## config.mk

```make
export PLATFORM = sky130hd
export DESIGN_NAME = vga_floor_display_flat
export DESIGN_NICKNAME = d
export VERILOG_FILES = /design/src/rtl/vga_floor_pkg.sv /design/src/rtl/vga_floor_display_if.sv /design/src/rtl/vga_floor_display_timing.sv /design/src/rtl/vga_floor_display.sv /design/src/flat_wrapper.sv
export SDC_FILE = /design/constraint.sdc
export NUM_CORES = 1
export LEC_CHECK = 0
export CORE_UTILIZATION = 60
export DETAILED_ROUTE_END_ITERATION = 10
export HOLD_SLACK_MARGIN = 0.08
export PLACE_DENSITY = 0.78
export RECOVER_POWER = 50
export SLEW_MARGIN = 20
export SYNTH_ARGS = -nofsm -noshare
export SYNTH_HDL_FRONTEND = slang
export SYNTH_SLANG_ARGS = --single-unit
```

## constraint.sdc

```tcl
create_clock -name clk -period 21.4 [get_ports clk]
set_input_delay 3.21 -clock clk [delete_from_list [all_inputs] [get_ports clk]]
set_output_delay 3.21 -clock clk [all_outputs]
set_load 0.03 [all_outputs]
```

## src/rtl/vga_floor_pkg.sv

```systemverilog
// rtl/vga_floor_pkg.sv - 640x480@60 timing constants, pixel divide ratio and slide FSM states.
package vga_floor_pkg;

  localparam int H_ACTIVE = 640;
  localparam int H_FRONT  = 16;
  localparam int H_SYNC   = 96;
  localparam int H_TOTAL  = 800;

  localparam int V_ACTIVE = 480;
  localparam int V_FRONT  = 10;
  localparam int V_SYNC   = 2;
  localparam int V_TOTAL  = 525;

  // Lines outside [LINE_FIRST, LINE_LAST] are always black.
  localparam int LINE_FIRST = 40;
  localparam int LINE_LAST  = 440;

  localparam int PIX_DIV = 4;
  localparam int CNT_W   = 10;

  typedef enum logic [1:0] {
    ST_IDLE     = 2'd0,
    ST_SLIDE_UP = 2'd1,
    ST_SLIDE_DN = 2'd2
  } slide_state_t;

endpackage

```

## src/rtl/vga_floor_display_if.sv

```systemverilog
// rtl/vga_floor_display_if.sv - floor request, image ROM port and VGA pins of the floor display.
interface vga_floor_display_if #(
  parameter int N_FLOORS = 4,
  parameter int IMG_W    = 75,
  parameter int IMG_H    = 90
);
  localparam int FW = $clog2(N_FLOORS);
  localparam int AW = $clog2(IMG_W * IMG_H);

  logic [FW-1:0] now_floor;
  logic [11:0]   rom_data;
  logic [FW-1:0] rom_sel;
  logic [AW-1:0] rom_addr;
  logic [3:0]    vgaRed;
  logic [3:0]    vgaGreen;
  logic [3:0]    vgaBlue;
  logic          hsync;
  logic          vsync;
  logic          busy;

  modport master (
    input  now_floor, rom_data,
    output rom_sel, rom_addr, vgaRed, vgaGreen, vgaBlue, hsync, vsync, busy
  );

  modport slave (
    output now_floor, rom_data,
    input  rom_sel, rom_addr, vgaRed, vgaGreen, vgaBlue, hsync, vsync, busy
  );
endinterface

```

## src/rtl/vga_floor_display_timing.sv

```systemverilog
// rtl/vga_floor_display_timing.sv - vga_timing: pixel enable, h/v counters, syncs, active flag, frame strobe.
module vga_timing #(
  parameter int PIX_DIV = vga_floor_pkg::PIX_DIV,
  parameter int H_ACT   = vga_floor_pkg::H_ACTIVE,
  parameter int H_FP    = vga_floor_pkg::H_FRONT,
  parameter int H_SW    = vga_floor_pkg::H_SYNC,
  parameter int H_TOT   = vga_floor_pkg::H_TOTAL,
  parameter int V_ACT   = vga_floor_pkg::V_ACTIVE,
  parameter int V_FP    = vga_floor_pkg::V_FRONT,
  parameter int V_SW    = vga_floor_pkg::V_SYNC,
  parameter int V_TOT   = vga_floor_pkg::V_TOTAL
) (
  input  logic                           clk,
  input  logic                           rst,
  output logic                           pix_en,
  output logic [vga_floor_pkg::CNT_W-1:0] h_cnt,
  output logic [vga_floor_pkg::CNT_W-1:0] v_cnt,
  output logic                           hsync_n,
  output logic                           vsync_n,
  output logic                           active,
  output logic                           frame_start
);
  localparam int CW   = vga_floor_pkg::CNT_W;
  localparam int PH_W = (PIX_DIV > 1) ? $clog2(PIX_DIV) : 1;

  logic [PH_W-1:0] phase;
  int              hx;
  int              vy;

  assign pix_en = (phase == PH_W'(PIX_DIV - 1));

  always_ff @(posedge clk) begin
    if (rst) begin
      phase <= '0;
      h_cnt <= '0;
      v_cnt <= '0;
    end else begin
      phase <= pix_en ? '0 : phase + 1'b1;
      if (pix_en) begin
        if (h_cnt == CW'(H_TOT - 1)) begin
          h_cnt <= '0;
          v_cnt <= (v_cnt == CW'(V_TOT - 1)) ? '0 : v_cnt + 1'b1;
        end else begin
          h_cnt <= h_cnt + 1'b1;
        end
      end
    end
  end

  assign hx          = int'(h_cnt);
  assign vy          = int'(v_cnt);
  assign hsync_n     = !((hx >= H_ACT + H_FP) && (hx < H_ACT + H_FP + H_SW));
  assign vsync_n     = !((vy >= V_ACT + V_FP) && (vy < V_ACT + V_FP + V_SW));
  assign active      = (hx < H_ACT) && (vy < V_ACT);
  assign frame_start = pix_en && (h_cnt == '0) && (v_cnt == '0);
endmodule

```

## src/rtl/vga_floor_display.sv

```systemverilog
// rtl/vga_floor_display.sv - elevator floor image window with vertical slide between floors.
// Optional VGA_FLOOR_BORDER_EN draws a 2-pixel white frame around the window.
module vga_floor_display
  import vga_floor_pkg::*;
#(
  parameter int N_FLOORS   = 4,
  parameter int IMG_W      = 75,
  parameter int IMG_H      = 90,
  parameter int WIN_X0     = 405,
  parameter int WIN_Y0     = 150,
  parameter int SLIDE_STEP = 3,
  parameter int H_ACT      = H_ACTIVE,
  parameter int H_FP       = H_FRONT,
  parameter int H_SW       = H_SYNC,
  parameter int H_TOT      = H_TOTAL,
  parameter int V_ACT      = V_ACTIVE,
  parameter int V_FP       = V_FRONT,
  parameter int V_SW       = V_SYNC,
  parameter int V_TOT      = V_TOTAL,
  parameter int LINE_LO    = LINE_FIRST,
  parameter int LINE_HI    = LINE_LAST
) (
  input  logic                clk,
  input  logic                rst,
  vga_floor_display_if.master bus
);
  localparam int FW = $clog2(N_FLOORS);
  localparam int AW = $clog2(IMG_W * IMG_H);
  localparam int OW = $clog2(IMG_H + 1);

  logic             pix_en;
  logic [CNT_W-1:0] h_cnt;
  logic [CNT_W-1:0] v_cnt;
  logic             hsync_n;
  logic             vsync_n;
  logic             active;
  logic             frame_start;

  slide_state_t     state, state_nx;
  logic [FW-1:0]    cur_floor, cur_floor_nx;
  logic [FW-1:0]    tgt_floor, tgt_floor_nx;
  logic [OW-1:0]    offset, offset_nx;

  int               hx, vy, col, row, off_i, src_row, addr_i;
  logic [FW-1:0]    src_floor;
  logic             in_win, in_ring, show;

  logic [11:0]      rgb_q;
  logic             hsync_q;
  logic             vsync_q;

  vga_timing #(
    .PIX_DIV(PIX_DIV),
    .H_ACT(H_ACT), .H_FP(H_FP), .H_SW(H_SW), .H_TOT(H_TOT),
    .V_ACT(V_ACT), .V_FP(V_FP), .V_SW(V_SW), .V_TOT(V_TOT)
  ) u_timing (
    .clk        (clk),
    .rst        (rst),
    .pix_en     (pix_en),
    .h_cnt      (h_cnt),
    .v_cnt      (v_cnt),
    .hsync_n    (hsync_n),
    .vsync_n    (vsync_n),
    .active     (active),
    .frame_start(frame_start)
  );

  always_ff @(posedge clk) begin
    if (rst) begin
      state     <= ST_IDLE;
      cur_floor <= '0;
      tgt_floor <= '0;
      offset    <= '0;
    end else begin
      state     <= state_nx;
      cur_floor <= cur_floor_nx;
      tgt_floor <= tgt_floor_nx;
      offset    <= offset_nx;
    end
  end

  // Floor requests are only looked at on the frame-start tick, so a slide never restarts mid-frame.
  always_comb begin
    state_nx     = state;
    cur_floor_nx = cur_floor;
    tgt_floor_nx = tgt_floor;
    offset_nx    = offset;
    if (frame_start) begin
      case (state)
        ST_IDLE: begin
          if ((bus.now_floor != cur_floor) && (int'(bus.now_floor) < N_FLOORS)) begin
            tgt_floor_nx = bus.now_floor;
            offset_nx    = '0;
            state_nx     = (bus.now_floor > cur_floor) ? ST_SLIDE_UP : ST_SLIDE_DN;
          end
        end
        ST_SLIDE_UP, ST_SLIDE_DN: begin
          if (int'(offset) + SLIDE_STEP >= IMG_H) begin
            cur_floor_nx = tgt_floor;
            offset_nx    = '0;
            state_nx     = ST_IDLE;
          end else begin
            offset_nx = offset + OW'(SLIDE_STEP);
          end
        end
        default: state_nx = ST_IDLE;
      endcase
    end
  end

  // Pixel source: which image and row feeds screen row r for the current slide position.
  always_comb begin
    hx        = int'(h_cnt);
    vy        = int'(v_cnt);
    off_i     = int'(offset);
    in_win    = (hx >= WIN_X0) && (hx < WIN_X0 + 2 * IMG_W) &&
                (vy >= WIN_Y0) && (vy < WIN_Y0 + 2 * IMG_H);
    col       = (hx - WIN_X0) >>> 1;
    row       = (vy - WIN_Y0) >>> 1;
    src_floor = cur_floor;
    src_row   = row;
    case (state)
      ST_SLIDE_UP: begin
        if (row + off_i < IMG_H) begin
          src_row = row + off_i;
        end else begin
          src_floor = tgt_floor;
          src_row   = row + off_i - IMG_H;
        end
      end
      ST_SLIDE_DN: begin
        if (row < off_i) begin
          src_floor = tgt_floor;
          src_row   = row + IMG_H - off_i;
        end else begin
          src_row = row - off_i;
        end
      end
      default: ;
    endcase
    addr_i = in_win ? (src_row * IMG_W + col) : 0;
    show   = active && (vy >= LINE_LO) && (vy <= LINE_HI);
`ifdef VGA_FLOOR_BORDER_EN
    in_ring = !in_win &&
              (hx >= WIN_X0 - 2) && (hx < WIN_X0 + 2 * IMG_W + 2) &&
              (vy >= WIN_Y0 - 2) && (vy < WIN_Y0 + 2 * IMG_H + 2);
`else
    in_ring = 1'b0;
`endif
  end

  assign bus.rom_sel  = src_floor;
  assign bus.rom_addr = AW'(addr_i);

  // rom_data reflects the address set up at the previous tick, so RGB trails the counters by one tick.
  always_ff @(posedge clk) begin
    if (rst) begin
      rgb_q   <= 12'h000;
      hsync_q <= 1'b1;
      vsync_q <= 1'b1;
    end else if (pix_en) begin
      if (!show)        rgb_q <= 12'h000;
      else if (in_win)  rgb_q <= bus.rom_data;
      else if (in_ring) rgb_q <= 12'hFFF;
      else              rgb_q <= 12'h000;
      hsync_q <= hsync_n;
      vsync_q <= vsync_n;
    end
  end

  assign bus.vgaRed   = rgb_q[11:8];
  assign bus.vgaGreen = rgb_q[7:4];
  assign bus.vgaBlue  = rgb_q[3:0];
  assign bus.hsync    = hsync_q;
  assign bus.vsync    = vsync_q;
  assign bus.busy     = (state != ST_IDLE);
endmodule

```

## src/flat_wrapper.sv

```systemverilog
// flat-port wrapper written by rule: the top's interface ports become plain ports
module vga_floor_display_flat import vga_floor_pkg::*;
#(
  parameter int N_FLOORS   = 4,
  parameter int IMG_W      = 75,
  parameter int IMG_H      = 90,
  parameter int WIN_X0     = 405,
  parameter int WIN_Y0     = 150,
  parameter int SLIDE_STEP = 3,
  parameter int H_ACT      = H_ACTIVE,
  parameter int H_FP       = H_FRONT,
  parameter int H_SW       = H_SYNC,
  parameter int H_TOT      = H_TOTAL,
  parameter int V_ACT      = V_ACTIVE,
  parameter int V_FP       = V_FRONT,
  parameter int V_SW       = V_SYNC,
  parameter int V_TOT      = V_TOTAL,
  parameter int LINE_LO    = LINE_FIRST,
  parameter int LINE_HI    = LINE_LAST
)
  (clk, rst, bus_now_floor, bus_rom_data, bus_rom_sel, bus_rom_addr, bus_vgaRed, bus_vgaGreen, bus_vgaBlue, bus_hsync, bus_vsync, bus_busy);
  vga_floor_display_if #(.N_FLOORS(N_FLOORS), .IMG_W(IMG_W), .IMG_H(IMG_H)) bus_i ();
  input  logic clk;
  input  logic rst;
  input wire logic [$bits(bus_i.now_floor)-1:0] bus_now_floor;
  input wire logic [$bits(bus_i.rom_data)-1:0] bus_rom_data;
  output wire logic [$bits(bus_i.rom_sel)-1:0] bus_rom_sel;
  output wire logic [$bits(bus_i.rom_addr)-1:0] bus_rom_addr;
  output wire logic [$bits(bus_i.vgaRed)-1:0] bus_vgaRed;
  output wire logic [$bits(bus_i.vgaGreen)-1:0] bus_vgaGreen;
  output wire logic [$bits(bus_i.vgaBlue)-1:0] bus_vgaBlue;
  output wire logic [$bits(bus_i.hsync)-1:0] bus_hsync;
  output wire logic [$bits(bus_i.vsync)-1:0] bus_vsync;
  output wire logic [$bits(bus_i.busy)-1:0] bus_busy;
  assign bus_i.now_floor = bus_now_floor;
  assign bus_i.rom_data = bus_rom_data;
  assign bus_rom_sel = bus_i.rom_sel;
  assign bus_rom_addr = bus_i.rom_addr;
  assign bus_vgaRed = bus_i.vgaRed;
  assign bus_vgaGreen = bus_i.vgaGreen;
  assign bus_vgaBlue = bus_i.vgaBlue;
  assign bus_hsync = bus_i.hsync;
  assign bus_vsync = bus_i.vsync;
  assign bus_busy = bus_i.busy;
  vga_floor_display #(.N_FLOORS(N_FLOORS), .IMG_W(IMG_W), .IMG_H(IMG_H), .WIN_X0(WIN_X0), .WIN_Y0(WIN_Y0), .SLIDE_STEP(SLIDE_STEP), .H_ACT(H_ACT), .H_FP(H_FP), .H_SW(H_SW), .H_TOT(H_TOT), .V_ACT(V_ACT), .V_FP(V_FP), .V_SW(V_SW), .V_TOT(V_TOT), .LINE_LO(LINE_LO), .LINE_HI(LINE_HI)) u_core (.clk(clk), .rst(rst), .bus(bus_i));
endmodule
```

==> Changelog: implementation <==
## Flow update

- Most common cell in the netlist: nor2_1
- Flops after synth: 49
- Non-clock buffer share: 6.69%
- Flops: 49
- Num CTS Buffers: 5
- Sink Count: between 40 and 50
- Syn avg cell area: 7.80 sq um
- Status: completed
- RR Startpoint: u_core.offset[1]$_SDFFE_PP0P_
- Worst R2R End: u_core.offset[5]$_SDFFE_PP0P_
- Fraction of registers with async set/reset: 0%
- Comb/total area: 71.0%
- Global-route wire length before repair: roughly 27000 microns
- Max-cap violations: 0
- CP Class: reg -> out
- Max VDD drop: 51.5 uV
- Inverters: slightly above 80
- Power Sequential: 92.8 uW
- Worst path most repeated cell: ha_1
- Pre-CTS setup slack: roughly 8600 ps
- Arr. time, crit path: 10000 ps
- Fmax: 75.7 MHz
- Simple Share, Synth: 21.0%
- Grt peak-use layer: met2
- Regs by FF count: u_core.rgb_q: 12 flops, u_core.u_timing.h_cnt: 10 flops, u_core.u_timing.v_cnt: 10 flops
- Lkg Pwr: 0.00285 uW
- Mi-comb count: between 600 and 700
- Top pwr grp: combinational cells
- Total negative slack: 0 ps
- Std-Cell Rows: 37
- Full die area: 11100 sq um
- Number of stages on the worst setup path: 33
- Clock skew: ~9.1 ps
- Top Metal Used: met4
- Reg area: 981 sq um
- Crit-path leading delay family: AND-OR/OR-AND gates
- Final Slew Violations: 0
- Core Region: just over 10000 sq um
- Via density: 6.14
- Yosys stat area: approximately 6400 sq um
- Violation tally from detailed-route iteration zero: 486
- NumNets Final: 952
- Area growth from synthesis to final layout: 8.95%
- Slew HR: 31.2%
- Combinational power share: 46.4%
- Biggest register: u_core.rgb_q
- Number of flip-flops in the largest register: 12
- Top non-seq family: AND-OR/OR-AND gates
- Gates resized, CTS repair: 0
- Clk pwr share: a little over a fifth
- CP Launch Type: register
- Commonest flop: dfxtp_1
- Yosys stat cell total: 819
- Fp util: 61.9%
- Tool Warnings: 42
- Post-synth seq share: 15.4%
- Synth Net Count: around 930
- NetSw: 106 uW
- Unrepaired setup endpoints after global routing: false
- Post-synth cell types: 82
- Reg2reg setup slack: 18260 ps
- Synth cell count leaders: nor2_1 (87), inv_1 (80), ha_1 (71), nand2_1 (56), dfxtp_1 (49)
- Worst Setup End Kind: primary output
- Hold_sp: u_core.u_timing.phase[0]$_SDFF_PP0_
- Final ANT Viol Nets: 0
- PnR worst setup slack: a little over 8000 ps
- DRC viols: 0
- Yosys top cell area share: 15.4%
- Initial antenna violation count: 0
- Largest net degree at the start of global routing: 26
- Final GP Congestion: roughly 0.95
- Vias in the first global route: 5785
- Critical Path Max Stage Delay: 600 ps
- Ratio of cells with drive above 1 in the final layout: 3.70%
- Synth area leader: dfxtp_1
- Sequential Power Share: 32.6%
- # diodes: 0
- Crit path buffers/inverters: 6
- Router iterations before antenna repair: 5
- Routed wl met3: 973 microns
- Adder Share, Synth: 22.7%
- FF-to-FF path depth: 10
- Fraction of area in registers: 14.1%
- CTS max path bufs: 2
- Late-Pin Clk Latency: 320 ps
- CLK BUF: 5
- Top cells excl fill/tap: nor2_1 (87), inv_1 (80), ha_1 (71)
- WHS Path Cells: 1
- Clock root cell: clkbuf_8
- Tcrit/Tclk final: 61.7%
- Combinational power: 132 uW
- Cell Int Power: 178 uW
- HPWL after DPL: between 10000 and 15000 microns
[stage by stage]
stage / instances / utilization [%] / area [sq um] / hold WS [ps]
finish: 974 / 67.4 / 6960 / 433
global route: 974 / 67.4 / 6960 / 451
CTS: 974 / 67.4 / 6960 / 437
detailed placement: 966 / 66.5 / 6860 / 422
global placement: 966 / 66.5 / 6860 / 413
floorplan: 819 / - / 6390 / 404
[cell families (layout without fill, tap and decap cells)]
| group | count (synthesis) | in the layout |
|---|---|---|
| multiplexers | 14 | 14 |
| XOR/XNOR | 62 | 62 |
| buffers and inverters | 118 | 137 |
| adder cells (fa/ha/maj) | 99 | 99 |
| AND-OR/OR-AND | 205 | 205 |
| AND/OR/NAND/NOR | 272 | 272 |
| flip-flops | 49 | 49 |
**Pin placement**

Pins as bars across the die edge, other pins in grey.
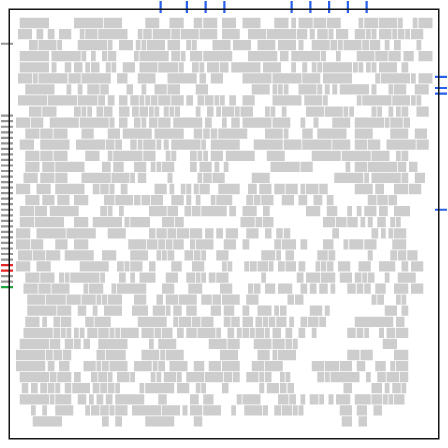
port	colour	pins	direction	edge
`bus_busy`	green	1	output	left
`bus_rom_sel`	red	2	output	left
`bus_rom_addr`	blue	13	output	9 top, 4 right
all pins by edge	33 left, 9 top, 4 right
Port Buffer Count: 45
die span in x: 105 microns
Die Y-Extent: 105 microns

**Signal wires by layer**

Two of the layers only.
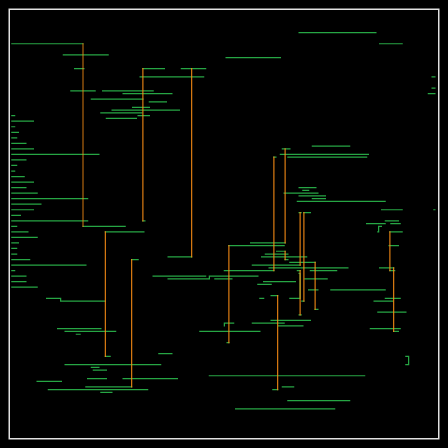
layer	colour	wire length
M4	orange	373 microns
M3	green	974 microns
Overall Global Routing Usage: 30.7%
Vias: 5981
drt wl/cell: 16.9 microns
Routed WL: 16400 microns

No activity file was given, so power comes from the tool's default toggle rates.
